<file path="src/rtl/pulse_train_gen.sv">
// pulse_train_gen: emits a train of count_in pulses. Each pulse is
// LOW_CYCLES low followed by HIGH_CYCLES high. A one-cycle done strobe
// follows the train. The train can be cancelled with abort. sent counts
// the rising edges of the current or last train.
module pulse_train_gen #(
  parameter int unsigned WIDTH       = 4,
  parameter int unsigned HIGH_CYCLES = 2,
  parameter int unsigned LOW_CYCLES  = 2,
  parameter int unsigned TW          = 8
) (
  input  logic             clk,
  input  logic             rst,
  input  logic             start,
  input  logic [WIDTH-1:0] count_in,
  input  logic             abort,
  output logic             ready,
  output logic             busy,
  output logic             pulse,
  output logic             done,
  output logic [WIDTH-1:0] sent
);

  typedef enum logic [1:0] {
    IDLE,
    LOW,
    HIGH,
    DONE
  } state_t;

  // Timer counts down to zero, so each phase loads its length minus one.
  localparam logic [TW-1:0] LOW_LOAD  = TW'(LOW_CYCLES - 1);
  localparam logic [TW-1:0] HIGH_LOAD = TW'(HIGH_CYCLES - 1);

  state_t           state;
  logic [WIDTH-1:0] target;
  logic [TW-1:0]    timer;

  // Main FSM; pulse, done and sent are registered alongside the state.
  always_ff @(posedge clk) begin
    if (rst) begin
      state  <= IDLE;
      pulse  <= 1'b0;
      done   <= 1'b0;
      sent   <= '0;
      target <= '0;
      timer  <= '0;
    end else begin
      case (state)
        IDLE: begin
          pulse <= 1'b0;
          done  <= 1'b0;
          if (start) begin
            target <= count_in;
            sent   <= '0;
            timer  <= LOW_LOAD;
            if (count_in == '0) begin
              state <= DONE;
              done  <= 1'b1;
            end else begin
              state <= LOW;
            end
          end
        end
        LOW: begin
          if (abort) begin
            state <= IDLE;
            pulse <= 1'b0;
          end else if (timer == '0) begin
            state <= HIGH;
            timer <= HIGH_LOAD;
            pulse <= 1'b1;
            // Bumped on the same edge as pulse rises; never passes target.
            if (sent != target) begin
              sent <= sent + WIDTH'(1);
            end
          end else begin
            timer <= timer - TW'(1);
          end
        end
        HIGH: begin
          if (abort) begin
            state <= IDLE;
            pulse <= 1'b0;
          end else if (timer == '0) begin
            pulse <= 1'b0;
            if (sent == target) begin
              state <= DONE;
              done  <= 1'b1;
            end else begin
              state <= LOW;
              timer <= LOW_LOAD;
            end
          end else begin
            timer <= timer - TW'(1);
          end
        end
        DONE: begin
          state <= IDLE;
          done  <= 1'b0;
          pulse <= 1'b0;
        end
        default: begin
          state <= IDLE;
          pulse <= 1'b0;
          done  <= 1'b0;
        end
      endcase
    end
  end

  // Status flags decoded directly from the state register.
  always_comb begin
    ready = (state == IDLE);
    busy  = (state == LOW) || (state == HIGH);
  end

endmodule

</file>
<file path="config.mk">
export PLATFORM = sky130hd
export DESIGN_NAME = pulse_train_gen
export DESIGN_NICKNAME = d
export VERILOG_FILES = /design/src/rtl/pulse_train_gen.sv
export SDC_FILE = /design/constraint.sdc
export NUM_CORES = 1
export LEC_CHECK = 0
export ABC_AREA = 1
export CORE_MARGIN = 2
export CORE_UTILIZATION = 49
export CTS_BUF_LIST = sky130_fd_sc_hd__clkbuf_16
export CTS_CLUSTER_DIAMETER = 50
export DETAILED_ROUTE_END_ITERATION = 8
export PLACE_DENSITY_LB_ADDON = 0.1
export SYNTH_ARGS = -nofsm -noshare
export SYNTH_HDL_FRONTEND = slang
export SYNTH_SLANG_ARGS = --single-unit
export TNS_END_PERCENT = 10
</file>
<file path="constraint.sdc">
create_clock -name clk -period 1.5 [get_ports clk]
set_input_delay 0.225 -clock clk [delete_from_list [all_inputs] [get_ports clk]]
set_output_delay 0.225 -clock clk [all_outputs]
set_load 0.02 [all_outputs]
</file>
class_map.png
Fill, decap, tap and diode cells in grey.
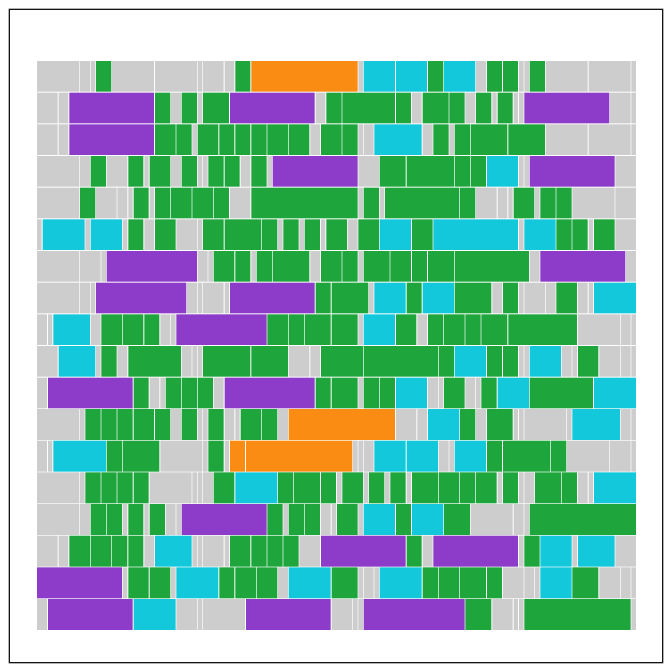
| colour | class | cells |
|---|---|---|
| green | remaining logic cells | 187 |
| purple | registers | 20 |
| orange | clock drivers and dummy loads | 4 |
| cyan | remaining buffers and delay cells | 39 |

m3.png
Bar = 20 µm.
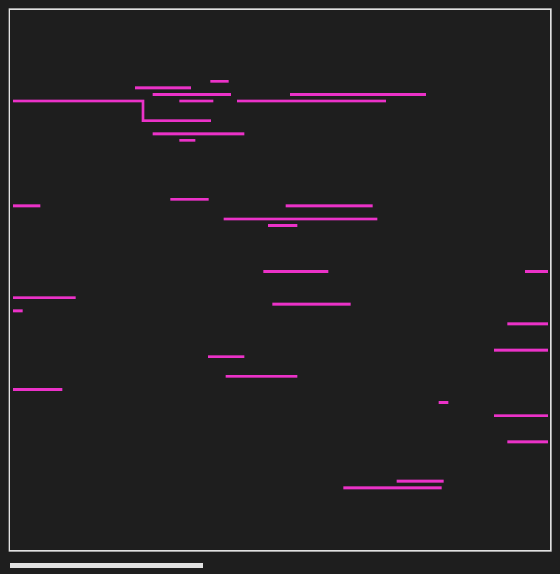
main direction: horizontal
share of all routed wire: 5.1%
longest straight run: 15.6 µm
wire length on this layer: 186 µm
nets with wire on the layer: 25

m1.png
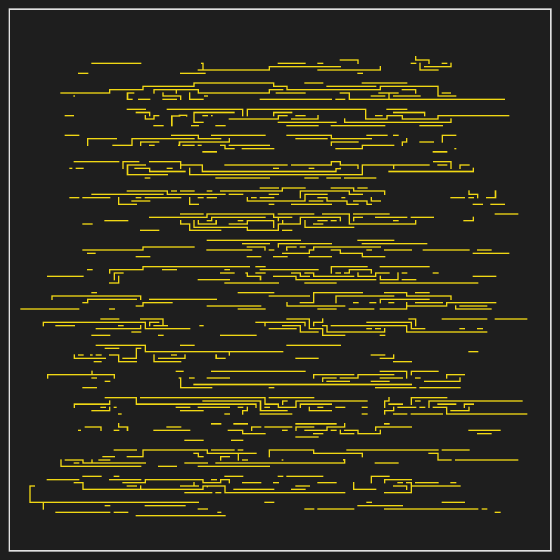
wire length on this layer: 1650 µm
share of all routed wire: 45%
main direction: horizontal
grt met1 use: 0.296
drt total wl: 3670 µm
total number of vias: 1471

route_heat.png
Bar = 20 µm. 11 x 11 tiles, from dark blue (low) to red (high), scaled to the fullest tile. Values are wire area over tile area, all layers added.
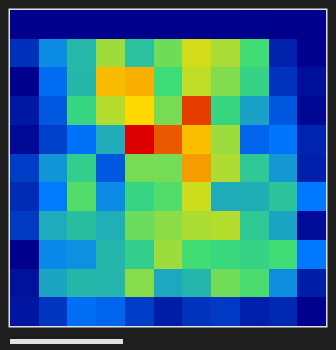
fullest tile: 0.55
nearly empty tiles: 13%
tiles over half the peak: 29%
densest ninth of the die: centre
routed len/inst: 13.1 µm
Total GRT Usage: 0.222

## flip-flops by register name, summed over array words and instances, names as in the netlist
| register | flops |
|---|---|
| state | 2 |
| target | 4 |
| sent | 4 |
| done | 1 |
| timer | 8 |
| pulse | 1 |
## cells in the mapped netlist (all sizes together) (2+ instances only)
cell    n  area, µm²
nor2   32        138
buf     3       21.3
a31oi   2       12.5
dfxtp  20        400
nor3    3       15.0
a21oi  16       91.3
inv    32        120
ha      6       75.1
nand4   5       31.3
nand2  56        215
o21ai  11       55.1
xor2    2       17.5
nand3  19        113
## metal layers
layer | vias up | global-route usage
li1 | 748 | -
met1 | 668 | 0.296
met2 | 49 | 0.341
met3 | 6 | 0.0419
met4 | 0 | 0.112
met5 | - | 0
==> flow_summary_export.csv <==
group,metric,value,unit
outcome,outcome,"finished with violations",
outcome,violations,"negative setup slack",
placement,post_dp_cell_area,1660,µm²
power,power_density,2440,nW/µm²
power,peakVddDrop,1.54,mV
cells_and_area,seq_area,409,µm²
drt,wl_met2,1770,µm
placement,hpwl,2470,µm
setup_path,worstPathMaxFanout,3,
cells_and_area,nNetsFinal,265,
final_timing,skew,1.91,ps
setup_path,crit_path_frequent_cell,"nand3_1",
logic_synthesis,ys_cells,210,
hold_path,holdPathEnd,"pulse",
cells_and_area,syn_to_final_growth,42.1,%
logic_synthesis,syn_area_per_cell,6.32,µm²
logic_synthesis,synthArstFlopShare,0,
power,p_leak,0.875,nW
clock_network,clkLatencyLatePin,260,ps
clock_network,clk_path_buf_depth,2,
power,powerComb,3.21,mW
setup_path,startpoint,"timer[0]",
cells_and_area,nonClockInverterCount,32,
cells_and_area,fillers,199,
flow_run,warnings,32,
die,tap-cell-count,30,
cells_and_area,clk_share,0.0418,
logic_synthesis,ys_seq_share,0.302,
power,p_int,2.45,mW
setup_path,critical-path-slowest-cell,"dfxtp_2",
placement,preCtsSetupSlack,-175,ps
cells_and_area,postLayoutCellArea,1880,µm²
final_timing,max_freq,618,MHz
die,die_h,56.0,µm
clock_network,cts-resized-gates,11,
logic_synthesis,ys_ff,20,
cells_and_area,finalNonFillerCells,280,
final_timing,period_needed,1620,ps
final_timing,setup_ws,-119,ps
clock_network,hold_buffers,0,
logic_synthesis,synth.area.mux_share,0,
grt,antenna_found_initial,0,
drt,highest_layer,"met4",
cells_and_area,nClkBuffers,3,
grt,grt_max_degree,13,
die,fp_util,0.526,
setup_path,path_cells,"inv_2, buf_4, ha_1, nand2_1, o21ai_0, nand3_1, nor2_1, nand3_1, a21oi_2",
die,die-area,3140,µm²
setup_path,r2r_end,"timer[4]",
grt,grt_pass1_wl,5580,µm
logic_synthesis,yosysWarnings,0,
power,power_switching_share,0.468,
setup_path,critPathRequiredTime,1690,ps
drt,drt_iter0_drc,54,
logic_synthesis,topCombFamilyByArea,"simple AND/OR/NAND/NOR gates",
logic_synthesis,synthesis.area,1330,µm²
logic_synthesis,yosys-stat-area,1330,µm²
cells_and_area,antenna_cells,0,
setup_path,r2r_cells,9,
drt,drtAntennaViolNets,0,
final_timing,tightestPinTransition,394,ps
cells_and_area,final_cell_mix,"nand2_1 (53), inv_1 (24), nor2_1 (22), buf_4 (22), nand3_1 (16)",
power,powerSeq,831,µW
cells_and_area,mi_logic_area,891,µm²
logic_synthesis,synthCells,210,
final_timing,finalClockPeriodUsage,1.08,
grt,gr-total-overflow,0,
drt,drc,0,
clock_network,cts_tree,"yes",
setup_path,end_kind,"flop",
setup_path,worst-path-stages,9,
final_timing,slew_headroom,0.737,
hold_path,worstHoldPathCells,2,
drt,wl_met3,185,µm
cells_and_area,seq_area_frac,0.217,
power,power.total,4.61,mW
cells_and_area,largestClassByArea,"multi-input combinational cells",
setup_path,worstSetupStartpointType,"flop",
drt,wl_met1,1650,µm
drt,drt_pass1_iterations,4,
cells_and_area,comb_area_frac,0.473,
setup_path,path_buffers,2,
hold_path,min_path_type,"flop to flop",
power,pwr-share-comb,0.697,
hold_path,min-delay-start,"pulse",
setup_path,rr_startpoint,"timer[0]",
clock_network,clock_sinks,20,
cells_and_area,seq_cells,20,
power,p_switching,2.16,mW
cells_and_area,lay_top_count,"nand2_1",
cells_and_area,comb_cells,155,
logic_synthesis,simple_gate_share,0.392,
power,clkPwrFrac,0.123,
placement,dp.cells,270,
final_timing,rsz0062_at_grt,"true",
power,pg_clk,566,µW
cells_and_area,buffer_area_frac,0.183,
placement,gp_congestion,0.926,
die,chipWidth,56.0,µm
logic_synthesis,synthXorXnorAreaFrac,0.0198,
grt,first_global_vias,1276,
cells_and_area,layout-drive-gt1-share,0.272,
setup_path,worstSetupPathType,"flop to flop",
logic_synthesis,synthAoiAreaFrac,0.120,
clock_network,post_cts_buffers,0,
cells_and_area,final_core_util,0.747,
setup_path,cp.arrival,1810,ps
clock_network,numCtsBuffers,3,
logic_synthesis,flop_cell,"dfxtp_1",
final_timing,finalSetupTns,-181,ps
drt,vias_per_cell,5.25,
setup_path,r2r_setup_slack,-120,ps
clock_network,h-tree-depth,1,
final_timing,slew_viol_final,0,
final_timing,holdWs,471,ps
final_timing,setup_viol,4,
power,p_seq_frac,0.180,
logic_synthesis,synth_nets,224,
logic_synthesis,edf_count,0,
setup_path,crit_family,"simple AND/OR/NAND/NOR gates",
clock_network,cts_root_buffer,"clkbuf_16",
Power figures rest on the tool's default switching activity, not on a simulated workload.
